`src/rtl/mem_lsu.sv`:
```
// mem_lsu: request/grant/response load-store unit between exe_mem and mem_wb.
// Sub-word stores use byte enables; misaligned and bus faults become exceptions.
module mem_lsu #(
  parameter int BUS_WIDTH   = 32,
  parameter int ADDR_WIDTH  = 32,
  parameter int RDATA_WIDTH = 32,
  parameter int TIMEOUT     = 16
) (
  input  logic                   clk_i,
  input  logic                   rst_i,
  input  logic                   valid_i,
  input  logic [4:0]             reg_waddr_i,
  input  logic                   reg_we_i,
  input  logic [RDATA_WIDTH-1:0] reg_wdata_i,
  input  logic [ADDR_WIDTH-1:0]  mem_addr_i,
  input  logic [RDATA_WIDTH-1:0] mem_data_i,
  input  logic [3:0]             mem_op_i,
  output logic                   stall_o,
  output logic                   valid_o,
  output logic [4:0]             reg_waddr_o,
  output logic                   reg_we_o,
  output logic [RDATA_WIDTH-1:0] reg_wdata_o,
  output logic                   exc_valid_o,
  output logic [3:0]             exc_cause_o,
  output logic                   ram_req_o,
  output logic                   ram_we_o,
  output logic [BUS_WIDTH/8-1:0] ram_be_o,
  output logic [ADDR_WIDTH-1:0]  ram_addr_o,
  output logic [BUS_WIDTH-1:0]   ram_data_o,
  input  logic                   ram_gnt_i,
  input  logic                   ram_rvalid_i,
  input  logic [BUS_WIDTH-1:0]   ram_rdata_i,
  input  logic                   ram_err_i
);

  localparam int NL  = BUS_WIDTH / 8;
  localparam int LSB = $clog2(NL);
  localparam logic [ADDR_WIDTH-1:0] AMASK = ~ADDR_WIDTH'(NL - 1);

  localparam logic [3:0] OP_LB  = 4'd1;
  localparam logic [3:0] OP_LH  = 4'd2;
  localparam logic [3:0] OP_LW  = 4'd3;
  localparam logic [3:0] OP_LBU = 4'd4;
  localparam logic [3:0] OP_LHU = 4'd5;
  localparam logic [3:0] OP_SB  = 4'd6;
  localparam logic [3:0] OP_SH  = 4'd7;
  localparam logic [3:0] OP_SW  = 4'd8;

  typedef enum logic [1:0] {IDLE, REQ, WAIT} state_t;

  state_t                 state_q;
  logic [7:0]             cnt_q;
  logic [2:0]             sz_q;
  logic                   sgn_q;
  logic                   st_q;
  logic [LSB-1:0]         lane_q;
  logic [4:0]             waddr_q;
  logic                   we_q;
  logic [RDATA_WIDTH-1:0] wdata_q;

  logic                   valid_q;
  logic [4:0]             reg_waddr_q;
  logic                   reg_we_q;
  logic [RDATA_WIDTH-1:0] reg_wdata_q;
  logic                   exc_valid_q;
  logic [3:0]             exc_cause_q;
  logic                   ram_req_q;
  logic                   ram_we_q;
  logic [NL-1:0]          ram_be_q;
  logic [ADDR_WIDTH-1:0]  ram_addr_q;
  logic [BUS_WIDTH-1:0]   ram_data_q;

  logic                   ld_d;
  logic                   st_d;
  logic                   sgn_d;
  logic [2:0]             sz_d;
  logic                   misal_d;
  logic                   go_d;
  logic                   resp_d;
  logic                   tmo_d;
  logic [LSB-1:0]         lane_d;
  logic [NL-1:0]          be_d;
  logic [BUS_WIDTH-1:0]   data_d;
  logic [BUS_WIDTH-1:0]   sh_d;
  logic [RDATA_WIDTH-1:0] res_d;
  logic [3:0]             fault_d;

  always_comb begin
    ld_d  = 1'b0;
    st_d  = 1'b0;
    sgn_d = 1'b0;
    sz_d  = 3'd0;
    unique case (mem_op_i)
      OP_LB:  begin ld_d = 1'b1; sgn_d = 1'b1; sz_d = 3'd1; end
      OP_LH:  begin ld_d = 1'b1; sgn_d = 1'b1; sz_d = 3'd2; end
      OP_LW:  begin ld_d = 1'b1; sz_d = 3'd4; end
      OP_LBU: begin ld_d = 1'b1; sz_d = 3'd1; end
      OP_LHU: begin ld_d = 1'b1; sz_d = 3'd2; end
      OP_SB:  begin st_d = 1'b1; sz_d = 3'd1; end
      OP_SH:  begin st_d = 1'b1; sz_d = 3'd2; end
      OP_SW:  begin st_d = 1'b1; sz_d = 3'd4; end
      default: ;
    endcase
  end

  assign lane_d  = mem_addr_i[LSB-1:0];
  assign misal_d = ((sz_d == 3'd2) & mem_addr_i[0]) |
                   ((sz_d == 3'd4) & (|mem_addr_i[1:0]));
  assign go_d    = (state_q == IDLE) & valid_i & (ld_d | st_d) & ~misal_d;

  // Store data is replicated so every candidate lane carries it.
  always_comb begin
    be_d   = '0;
    data_d = {(BUS_WIDTH/32){mem_data_i[31:0]}};
    unique case (sz_d)
      3'd1: begin
        be_d   = NL'(1);
        data_d = {NL{mem_data_i[7:0]}};
      end
      3'd2: begin
        be_d   = NL'(3);
        data_d = {(NL/2){mem_data_i[15:0]}};
      end
      3'd4: be_d = NL'(15);
      default: ;
    endcase
    be_d = be_d << lane_d;
  end

  always_comb begin
    sh_d  = ram_rdata_i >> {lane_q, 3'b000};
    res_d = '0;
    unique case (sz_q)
      3'd1: begin
        res_d      = {RDATA_WIDTH{sgn_q & sh_d[7]}};
        res_d[7:0] = sh_d[7:0];
      end
      3'd2: begin
        res_d       = {RDATA_WIDTH{sgn_q & sh_d[15]}};
        res_d[15:0] = sh_d[15:0];
      end
      default: res_d[31:0] = sh_d[31:0];
    endcase
  end

  assign resp_d  = ram_rvalid_i &
                   (((state_q == REQ) & ram_gnt_i) | (state_q == WAIT));
  assign tmo_d   = (state_q != IDLE) & (cnt_q == 8'(TIMEOUT - 1)) & ~resp_d;
  assign fault_d = st_q ? 4'd7 : 4'd5;
  assign stall_o = go_d | ((state_q != IDLE) & ~resp_d & ~tmo_d);

  always_ff @(posedge clk_i) begin
    if (rst_i) begin
      state_q     <= IDLE;
      cnt_q       <= '0;
      sz_q        <= '0;
      sgn_q       <= 1'b0;
      st_q        <= 1'b0;
      lane_q      <= '0;
      waddr_q     <= '0;
      we_q        <= 1'b0;
      wdata_q     <= '0;
      valid_q     <= 1'b0;
      reg_waddr_q <= '0;
      reg_we_q    <= 1'b0;
      reg_wdata_q <= '0;
      exc_valid_q <= 1'b0;
      exc_cause_q <= '0;
      ram_req_q   <= 1'b0;
      ram_we_q    <= 1'b0;
      ram_be_q    <= '0;
      ram_addr_q  <= '0;
      ram_data_q  <= '0;
    end else begin
      valid_q     <= 1'b0;
      reg_we_q    <= 1'b0;
      exc_valid_q <= 1'b0;
      exc_cause_q <= '0;
      unique case (state_q)
        IDLE: begin
          if (valid_i) begin
            if (!(ld_d | st_d)) begin
              valid_q     <= 1'b1;
              reg_we_q    <= reg_we_i;
              reg_waddr_q <= reg_waddr_i;
              reg_wdata_q <= reg_wdata_i;
            end else if (misal_d) begin
              valid_q     <= 1'b1;
              reg_waddr_q <= reg_waddr_i;
              reg_wdata_q <= reg_wdata_i;
              exc_valid_q <= 1'b1;
              exc_cause_q <= st_d ? 4'd6 : 4'd4;
            end else begin
              state_q    <= REQ;
              cnt_q      <= '0;
              sz_q       <= sz_d;
              sgn_q      <= sgn_d;
              st_q       <= st_d;
              lane_q     <= lane_d;
              waddr_q    <= reg_waddr_i;
              we_q       <= reg_we_i;
              wdata_q    <= reg_wdata_i;
              ram_req_q  <= 1'b1;
              ram_we_q   <= st_d;
              ram_be_q   <= be_d;
              ram_addr_q <= mem_addr_i & AMASK;
              ram_data_q <= data_d;
            end
          end
        end
        REQ, WAIT: begin
          cnt_q <= cnt_q + 8'd1;
          if ((state_q == REQ) && ram_gnt_i) begin
            state_q   <= WAIT;
            ram_req_q <= 1'b0;
          end
          if (resp_d) begin
            state_q     <= IDLE;
            ram_req_q   <= 1'b0;
            valid_q     <= 1'b1;
            reg_waddr_q <= waddr_q;
            reg_we_q    <= we_q & ~ram_err_i;
            reg_wdata_q <= (st_q || ram_err_i) ? wdata_q : res_d;
            exc_valid_q <= ram_err_i;
            exc_cause_q <= ram_err_i ? fault_d : 4'd0;
          end else if (tmo_d) begin
            state_q     <= IDLE;
            ram_req_q   <= 1'b0;
            valid_q     <= 1'b1;
            reg_waddr_q <= waddr_q;
            reg_wdata_q <= wdata_q;
            exc_valid_q <= 1'b1;
            exc_cause_q <= fault_d;
          end
        end
        default: state_q <= IDLE;
      endcase
    end
  end

  assign valid_o     = valid_q;
  assign reg_waddr_o = reg_waddr_q;
  assign reg_we_o    = reg_we_q;
  assign reg_wdata_o = reg_wdata_q;
  assign exc_valid_o = exc_valid_q;
  assign exc_cause_o = exc_cause_q;
  assign ram_req_o   = ram_req_q;
  assign ram_we_o    = ram_we_q;
  assign ram_be_o    = ram_be_q;
  assign ram_addr_o  = ram_addr_q;
  assign ram_data_o  = ram_data_q;

endmodule

```
`config.mk`:
```
export PLATFORM = sky130hd
export DESIGN_NAME = mem_lsu
export DESIGN_NICKNAME = d
export VERILOG_FILES = /design/src/rtl/mem_lsu.sv
export SDC_FILE = /design/constraint.sdc
export NUM_CORES = 1
export LEC_CHECK = 0
export CAP_MARGIN = 25
export CORE_MARGIN = 4
export CORE_UTILIZATION = 50
export DETAILED_ROUTE_END_ITERATION = 10
export GPL_TIMING_DRIVEN = 0
export PLACE_DENSITY_LB_ADDON = 0.3
export SYNTH_ARGS = -nofsm -noshare
export SYNTH_HDL_FRONTEND = slang
export SYNTH_SLANG_ARGS = --single-unit
```
`constraint.sdc`:
```
create_clock -name clk_i -period 3.3 [get_ports clk_i]
set_clock_uncertainty 0.15 [all_clocks]
set_input_delay 0.66 -clock clk_i [delete_from_list [all_inputs] [get_ports clk_i]]
set_output_delay 0.66 -clock clk_i [all_outputs]
set_load 0.02 [all_outputs]
```
==> run_1/congestion.png <==
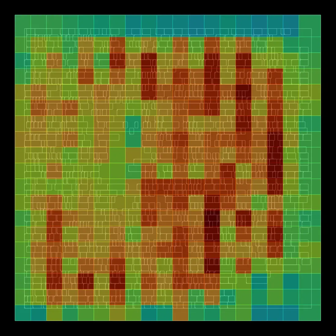
grt peak-use layer: met2
DR WL/cell: 19.1 µm
GR met1 Demand/Resource: 36.5%

==> run_1/flops_by_reg.png <==
Scale: 3 px per µm.
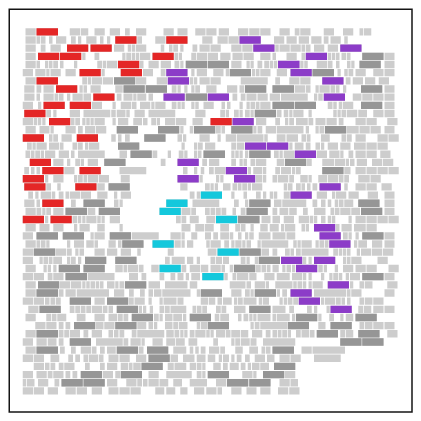
wdata_q -> purple  # flops 32
ram_addr_o -> red  # flops 30
cnt_q -> cyan  # flops 8, where center
Flop area: 0.00328 mm²
flop share of the area: 28.9%
sequential group power: 2.25 mW
post-route core utilization: 74.0%

==> run_1/detail.png <==
Region (54, 54) to (79, 79) µm. Cells in gray, sequential cells in the stronger gray; small squares are vias.
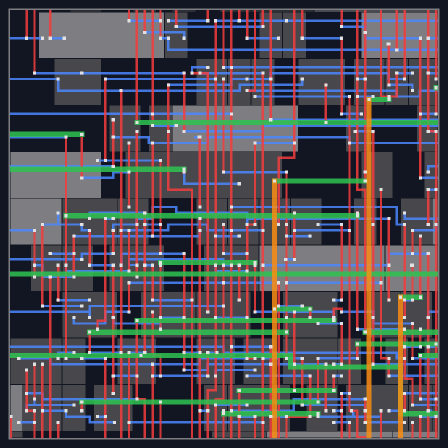
metal 2 -> red
metal 3 -> green
metal 4 -> orange
metal 1 -> blue
most frequent = clkbuf_1 (11), a21oi_1 (7), nand3_1 (6)
cells with their middle in the window = 59
netlist names of flops here include = cnt_q (3), wdata_q (2)
sequential cells in the window = 5

==> impl_metrics.py, run 1 <==
# Auto-generated metrics
metrics = {
    "yosys": {
        "syn_avg_cell_area_um2": 8.17,
        "ys_area_mm2": 0.00791,
        "synth_cells": 968,
        "edf_count": 0,
        "ys_sh_aoi_pct": 25.9,
        "top_area_share_pct": 41.5,
        "yosysSeqAreaShare_pct": 41.5,
        "synth_flops": 164,
        "mux_share_pct": 7.63,
        "synth.most_common_cell": "nand2_1",
        "synthTopLogicFamily": "AND-OR/OR-AND gates",
        "ys_cells": 968,
        "synth_warnings": 0,
        "ys.flop_type": "dfxtp_1",
        "synth_area_leader_cell": "dfxtp_1",
        "synth-simple-area-share_pct": 17.8,
        "synth.distinct_cells": 70,
        "synth-xor-area-share_pct": 0.886,
        "async_flop_share_pct": 0,
        "ys_sh_adder_pct": 0.791,
        "netlist_area_mm2": 0.00791,
        "yosys-top-cells-count": "nand2_1, a21oi_1, dfxtp_1",
    },
    "worst_setup_path": {
        "regToRegStartpoint": "state_q[0]$_SDFFE_PP0P_",
        "worstSetupPathDepth": 8,
        "slowest_stage": "o311ai_4",
        "crit_fanout": 10,
        "crit_type": "in2out",
        "cpPeakStageDelay_ns": 0.33,
        "path_delay_family": "buffers and inverters",
        "reg2reg_to": "reg_wdata_o[7]$_SDFFE_PP0P_",
        "cp_cell_sequence": "dlygate4sd2_1 -> nor2b_2 -> o21a_1 -> o311ai_4 -> buf_6 -> buf_4 -> o21ai_0 -> buf_2",
        "crit_buf_inv": 4,
        "endpoint_kind": "primary output",
        "reg2reg_depth": 9,
        "critical_path.startpoint": "mem_op_i[0]",
        "rrSetupSlack_ns": 0.42,
        "cp.arrival_ns": 2.39,
        "critPathLaunchType": "primary input",
        "required_ns": 2.49,
        "cp-endpoint": "stall_o",
    },
    "power": {
        "pwr-share-comb_pct": 26.4,
        "p_sw_mw": 1.80,
        "power.density_mw_per_mm2": 519,
        "pg_comb_mw": 1.56,
        "pwr-share-seq_pct": 38.1,
        "intPower_mw": 4.10,
        "p_total_mw": 5.90,
        "p_clk_mw": 2.09,
        "ir_worst_vdd_mv": 0.371,
        "clockPowerShare_pct": 35.5,
        "swShare_pct": 30.5,
        "maxPowerGroup": "registers",
        "p_leak_nw": 4.10,
    },
    "finish": {
        "layout-drive-gt1-share_pct": 8.34,
        "final_common_cell": "clkdlybuf4s50_1",
        "largest_class": "multi-input combinational cells",
        "clkCellAreaFrac_pct": 5.40,
        "comb_area_share_pct": 37.0,
        "lay_top_cells": "clkdlybuf4s50_1, nand2_1, a21oi_1",
        "comb.multi_input.count": 715,
        "layout.area.comb_mm2": 0.00421,
        "flops": 164,
        "syn_to_final_growth_pct": 43.9,
        "inverters": 10,
        "instances_no_fill": 1470,
        "design_area_mm2": 0.0114,
        "buffers": 339,
        "clkbuf_count": 19,
        "n_antenna_cell": 0,
        "fillCellCount": 1168,
    },
    "place": {
        "place.gp.congestion": 0.945,
        "io_buffers": 254,
        "dp_cells": 1435,
        "place_area_mm2": 0.0107,
        "dp_hpwl_um": 20600,
    },
    "routing": {
        "top_layer_used": "met4",
        "via_count": 8621,
        "drcViolationCount": 0,
        "route.met3.wl_um": 3420,
        "ant_nets": 0,
        "drt-initial-drc-count": 748,
        "wl_um": 28100,
        "drt-pass1-iter-count": 5,
        "viasPerCell": 5.86,
        "route.met2.wl_um": 13200,
        "wl_met1_um": 10500,
    },
    "outcome": {
        "outcome": "complete, no violations",
    },
    "cts": {
        "clk_pin_slew_worst_paths_ns": 0.06,
        "clk-insertion-delay-late_ns": 0.44,
        "cts_resized": 16,
        "ctsHoldBuffers": 0,
        "cts_buffers": 17,
        "cts_tree": "done",
        "htreeDepth": 4,
        "post-cts-setup-buffers": 4,
        "cts_buffer_depth": 2,
        "cts-root-buf": "clkbuf_16",
        "clock-sinks": 164,
    },
    "flow_run": {
        "warnings": 29,
        "cap_violations": 0,
    },
    "die": {
        "rows": 45,
        "die_w_um": 134,
        "pin_count": 259,
        "dieArea_mm2": 0.0179,
        "design.core.area_mm2": 0.0154,
        "nWellTaps": 211,
        "initCoreUtil_pct": 51.5,
        "die_y_um": 134,
    },
    "final_timing": {
        "setup_tns_ns": 0,
        "relSlewSlack_pct": 47.7,
        "min_period_ns": 3.20,
        "timing.fmax_mhz": 312,
        "finalCritPeriodShare_pct": 97.0,
        "worst_pin_slew_ns": 0.778,
        "finalSetupViolations": 0,
        "maxSlewViolCount": 0,
        "hold_slack_ns": 0.302,
        "rsz0062_at_grt": "no",
        "setup_slack_ns": 0.0983,
    },
    "grt": {
        "grtUsageMet2_pct": 49.6,
        "grt_pass1_wl_um": 43400,
        "grt_usage_pct": 30.4,
        "grt_max_degree": 17,
        "antenna_found_initial": 0,
        "grt_pass1_vias": 8412,
        "grt-ovfl-total": 0,
        "grt_use_met3_pct": 10.3,
    },
    "hold_path": {
        "whs_path_depth": 2,
        "holdCritStartpoint": "ram_addr_o[11]$_SDFFE_PP0P_",
        "hold_path_class": "reg2reg",
        "hold_path_end": "ram_addr_o[11]$_SDFFE_PP0P_",
    },
}
==> run_1/sizes.png <==
Scale: 4 px per µm.
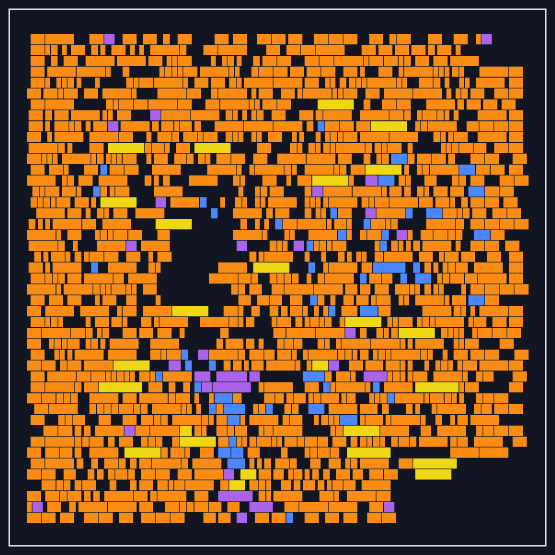

==> inputs of run 2 (changes only) <==
--- a/config.mk
+++ b/config.mk
@@ -7,7 +7,7 @@
 export LEC_CHECK = 0
 export CAP_MARGIN = 25
 export CORE_MARGIN = 4
-export CORE_UTILIZATION = 50
+export CORE_UTILIZATION = 42
 export DETAILED_ROUTE_END_ITERATION = 10
 export GPL_TIMING_DRIVEN = 0
 export PLACE_DENSITY_LB_ADDON = 0.3
==> constraint.sdc (replaced) <==
create_clock -name clk_i -period 2.9 [get_ports clk_i]
set_clock_uncertainty 0.15 [all_clocks]
set_input_delay 0.58 -clock clk_i [delete_from_list [all_inputs] [get_ports clk_i]]
set_output_delay 0.58 -clock clk_i [all_outputs]
set_load 0.02 [all_outputs]
==> run_2/sizes.png <==
Scale: 3 px per µm.
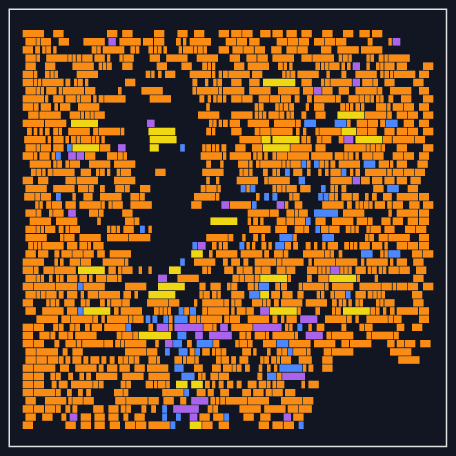
_3 and _4 cells -> purple  # cells 33
_2 cells -> blue  # cells 66
_6 and larger -> yellow  # cells 28
_0 and _1 cells -> orange  # cells 1135
Signal buffers: 341
Final Cell Area: 0.0114 mm²
post-route setup slack: 0.0968 ns
synth-to-layout area growth: 44.7%

==> run_2/layer_met2.png <==
Scale: 2 px per µm.
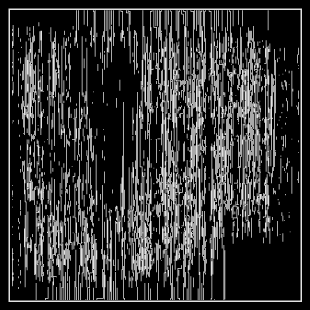
wire length on this layer = 13300 µm
longest straight run = 56.4 µm
share of all routed wire = 47%
final WL: 28600 µm
via count: 8382
met2 usage: 42.3%

==> run_2/detail.png <==
Region (60, 60) to (85, 85) µm. Cells in gray, sequential cells in the stronger gray; small squares are vias.
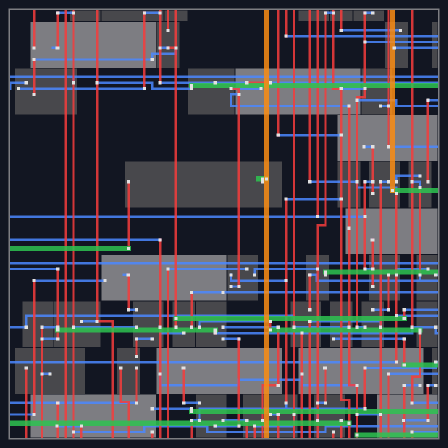
metal 1 -> blue
metal 4 -> orange
metal 2 -> red
metal 3 -> green
cells with their middle in the window = 35
most frequent = dfxtp_1 (8), nand2_1 (7), a21oi_1 (6)
sequential cells in the window = 8
netlist names of flops here include = sz_q (3), cnt_q (2)

==> impl_metrics.py, run 2 <==
# Auto-generated metrics
metrics = {
    "flow_run": {
        "cap_violations": 0,
        "warnings": 30,
    },
    "power": {
        "pwr-share-seq_pct": 38.6,
        "maxPowerGroup": "registers",
        "pg_comb_mw": 1.79,
        "swShare_pct": 31.6,
        "p_sw_mw": 2.10,
        "power.density_mw_per_mm2": 580,
        "p_clk_mw": 2.29,
        "pwr-share-comb_pct": 27.0,
        "p_total_mw": 6.64,
        "clockPowerShare_pct": 34.5,
        "intPower_mw": 4.54,
        "p_leak_nw": 4.12,
    },
    "worst_setup_path": {
        "path_delay_family": "buffers and inverters",
        "worstSetupPathDepth": 9,
        "slowest_stage": "o311ai_4",
        "critical_path.startpoint": "mem_op_i[1]",
        "crit_type": "in2out",
        "reg2reg_depth": 11,
        "cp_cell_sequence": "clkbuf_2 -> buf_6 -> nor2_1 -> a21o_1 -> o311ai_4 -> buf_6 -> buf_6 -> o21ai_0 -> buf_2",
        "reg2reg_to": "reg_wdata_o[10]$_SDFFE_PP0P_",
        "rrSetupSlack_ns": 0.14,
        "cp.arrival_ns": 2.07,
        "critPathLaunchType": "primary input",
        "endpoint_kind": "primary output",
        "crit_fanout": 10,
        "required_ns": 2.17,
        "cp-endpoint": "stall_o",
        "crit_buf_inv": 5,
    },
    "finish": {
        "instances_no_fill": 1491,
        "lay_top_cells": "clkdlybuf4s50_1, nand2_1, a21oi_1",
        "largest_class": "multi-input combinational cells",
        "n_antenna_cell": 0,
        "flops": 164,
        "comb_area_share_pct": 37.2,
        "fillCellCount": 1564,
        "clkCellAreaFrac_pct": 5.16,
        "layout-drive-gt1-share_pct": 10.1,
        "comb.multi_input.count": 715,
        "clkbuf_count": 18,
        "inverters": 10,
        "final_common_cell": "clkdlybuf4s50_1",
        "layout.area.comb_mm2": 0.00426,
        "seqCellArea_mm2": 0.00328,
        "final_core_util_pct": 62.6,
    },
    "yosys": {
        "synth-simple-area-share_pct": 17.8,
        "ys_cells": 968,
        "syn_avg_cell_area_um2": 8.17,
        "synth_warnings": 0,
        "yosys-top-cells-count": "nand2_1, a21oi_1, dfxtp_1",
        "synth_flops": 164,
        "synth.most_common_cell": "nand2_1",
        "ys_sh_aoi_pct": 25.9,
        "synth-xor-area-share_pct": 0.886,
        "mux_share_pct": 7.63,
        "synthTopLogicFamily": "AND-OR/OR-AND gates",
        "ys_sh_adder_pct": 0.791,
        "ys_area_mm2": 0.00791,
        "netlist_area_mm2": 0.00791,
    },
    "routing": {
        "wl_met1_um": 11500,
        "drt-initial-drc-count": 556,
        "ant_nets": 0,
        "drcViolationCount": 0,
        "drt-pass1-iter-count": 7,
        "top_layer_used": "met4",
        "viasPerCell": 5.62,
        "avgRoutedWirePerCell_um": 19.2,
        "route.met2.wl_um": 13300,
    },
    "place": {
        "dp_hpwl_um": 21200,
        "io_buffers": 254,
        "dp_cells": 1453,
    },
    "cts": {
        "cts_buffer_depth": 2,
        "clock-sinks": 164,
        "cts_buffers": 17,
        "cts-root-buf": "clkbuf_16",
        "clk-insertion-delay-late_ns": 0.43,
        "cts_tree": "done",
        "cts_resized": 19,
    },
    "grt": {
        "grt_max_degree": 17,
        "grt_use_met3_pct": 9.73,
        "gr-usage-met1_pct": 32.1,
        "grt_pass1_vias": 8246,
        "grt-ovfl-total": 0,
        "antenna_found_initial": 0,
    },
    "die": {
        "initCoreUtil_pct": 43.3,
        "die_w_um": 145,
        "dieArea_mm2": 0.0211,
        "rows": 49,
        "nWellTaps": 229,
        "die_y_um": 145,
        "pin_count": 259,
    },
    "final_timing": {
        "min_period_ns": 2.80,
        "rsz0062_at_grt": "no",
        "timing.fmax_mhz": 357,
        "finalCritPeriodShare_pct": 96.7,
        "finalSetupViolations": 0,
        "setup_tns_ns": 0,
    },
    "outcome": {
        "outcome": "complete, no violations",
    },
    "hold_path": {
        "hold_path_class": "reg2reg",
        "holdCritStartpoint": "ram_be_o[0]$_SDFFE_PP0P_",
        "hold_path_end": "ram_be_o[0]$_SDFFE_PP0P_",
        "whs_path_depth": 2,
    },
}
==> run_2/flops_by_reg.png <==
Scale: 2 px per µm.
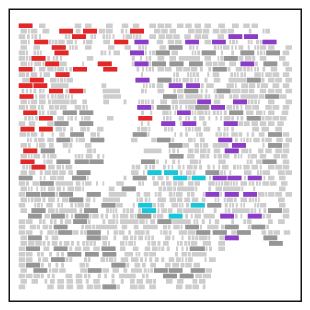

==> inputs of run 3 (changes only) <==
--- a/config.mk
+++ b/config.mk
@@ -5,9 +5,8 @@
 export SDC_FILE = /design/constraint.sdc
 export NUM_CORES = 1
 export LEC_CHECK = 0
-export CAP_MARGIN = 25
 export CORE_MARGIN = 4
-export CORE_UTILIZATION = 42
+export CORE_UTILIZATION = 47
 export DETAILED_ROUTE_END_ITERATION = 10
 export GPL_TIMING_DRIVEN = 0
 export PLACE_DENSITY_LB_ADDON = 0.3
==> constraint.sdc (replaced) <==
create_clock -name clk_i -period 3.1 [get_ports clk_i]
set_clock_uncertainty 0.15 [all_clocks]
set_input_delay 0.31 -clock clk_i [delete_from_list [all_inputs] [get_ports clk_i]]
set_output_delay 0.31 -clock clk_i [all_outputs]
set_load 0.02 [all_outputs]
==> run_3/flops_by_reg.png <==
Scale: 3 px per µm.
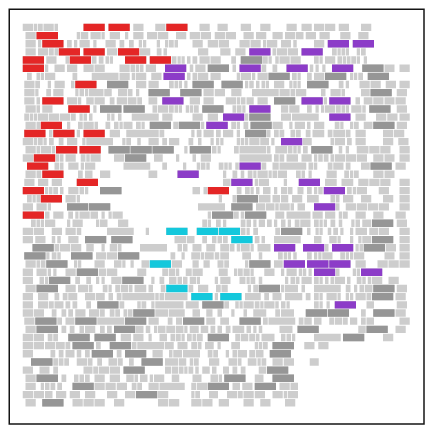
cnt_q -> cyan  # flops 8, where center
ram_addr_o -> red  # flops 30
wdata_q -> purple  # flops 32
not colored = 94
flop share of the area: 28.9%
sequential group power: 2.39 mW
post-route core utilization: 68.8%

==> run_3/congestion.png <==
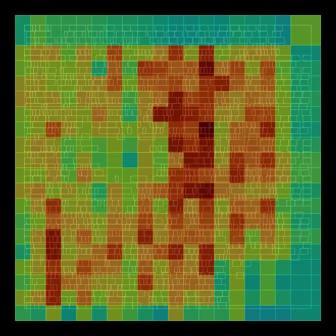
DR WL/cell: 18.8 µm
Global Route met3 Usage: 9.53%
GR met1 Demand/Resource: 35.0%

==> run_3/sizes.png <==
Scale: 3 px per µm.
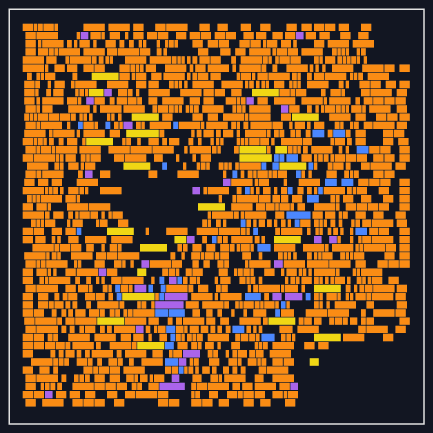
_3 and _4 cells -> purple  # cells 29
_6 and larger -> yellow  # cells 25
_0 and _1 cells -> orange  # cells 1155
_2 cells -> blue  # cells 49
post-route setup slack: 0.0930 ns
Signal buffers: 337
Final Cell Area: 0.0114 mm²
synth-to-layout area growth: 43.9%

==> impl_metrics.py, run 3 <==
# Auto-generated metrics
metrics = {
    "outcome": {
        "outcome": "complete, no violations",
    },
    "routing": {
        "wl_met1_um": 10800,
        "wl_um": 27800,
        "ant_nets": 0,
        "via_count": 8506,
    },
    "power": {
        "pg_comb_mw": 1.65,
        "p_clk_mw": 2.23,
        "p_sw_mw": 1.95,
        "p_total_mw": 6.27,
        "pwr-share-seq_pct": 38.2,
        "maxPowerGroup": "registers",
        "ir_worst_vdd_mv": 0.391,
        "clockPowerShare_pct": 35.5,
        "pwr-share-comb_pct": 26.3,
    },
    "worst_setup_path": {
        "rrSetupSlack_ns": 0.19,
        "cpPeakStageDelay_ns": 0.53,
        "critPathLaunchType": "primary input",
        "crit_buf_inv": 5,
        "reg2reg_to": "reg_waddr_o[1]$_SDFFE_PP0P_",
        "path_delay_family": "buffers and inverters",
        "required_ns": 2.64,
        "reg2reg_depth": 7,
        "slowest_stage": "clkdlybuf4s50_1",
        "worstSetupPathDepth": 9,
    },
    "final_timing": {
        "rsz0062_at_grt": "no",
        "maxSlewViolCount": 0,
        "finalCritPeriodShare_pct": 97.0,
        "setup_tns_ns": 0,
        "relSlewSlack_pct": 37.6,
        "finalSetupViolations": 0,
        "hold_slack_ns": 0.177,
        "min_period_ns": 3.01,
    },
    "yosys": {
        "synth_flops": 164,
        "synth-simple-area-share_pct": 17.8,
        "syn_avg_cell_area_um2": 8.17,
        "yosys-top-cells-count": "nand2_1, a21oi_1, dfxtp_1",
        "ys_sh_adder_pct": 0.791,
        "synth_warnings": 0,
        "ys_area_mm2": 0.00791,
        "ys_cells": 968,
        "netlist_area_mm2": 0.00791,
        "yosysSeqAreaShare_pct": 41.5,
        "top_area_share_pct": 41.5,
        "edf_count": 0,
        "synth.most_common_cell": "nand2_1",
        "synth_area_leader_cell": "dfxtp_1",
        "ys.flop_type": "dfxtp_1",
        "synth.distinct_cells": 70,
        "mux_share_pct": 7.63,
    },
    "finish": {
        "inverters": 10,
        "lay_top_cells": "clkdlybuf4s50_1, nand2_1, a21oi_1",
        "layout.area.comb_mm2": 0.00421,
        "fillCellCount": 1360,
        "comb_area_share_pct": 37.0,
        "largest_class": "multi-input combinational cells",
        "comb.multi_input.count": 715,
        "flops": 164,
        "instances_no_fill": 1478,
    },
    "cts": {
        "post-cts-setup-buffers": 1,
        "ctsHoldBuffers": 0,
        "htreeDepth": 4,
        "cts_buffers": 17,
        "cts_buffer_depth": 2,
        "cts-root-buf": "clkbuf_16",
        "clk-insertion-delay-late_ns": 0.43,
    },
    "place": {
        "io_buffers": 254,
        "place.gp.congestion": 0.954,
        "place_area_mm2": 0.0107,
    },
    "grt": {
        "grt_usage_pct": 28.6,
        "grt_pass1_vias": 8139,
        "grt_max_degree": 17,
        "antenna_found_initial": 0,
        "grt_pass1_wl_um": 42200,
        "grtUsageMet2_pct": 46.1,
    },
    "hold_path": {
        "hold_path_class": "in2reg",
        "holdCritStartpoint": "mem_addr_i[1]",
    },
    "die": {
        "design.core.area_mm2": 0.0165,
        "nWellTaps": 220,
        "die_y_um": 138,
        "dieArea_mm2": 0.0190,
    },
    "flow_run": {
        "cap_violations": 0,
    },
}
Power figures rest on the tool's default switching activity, not on a simulated workload.
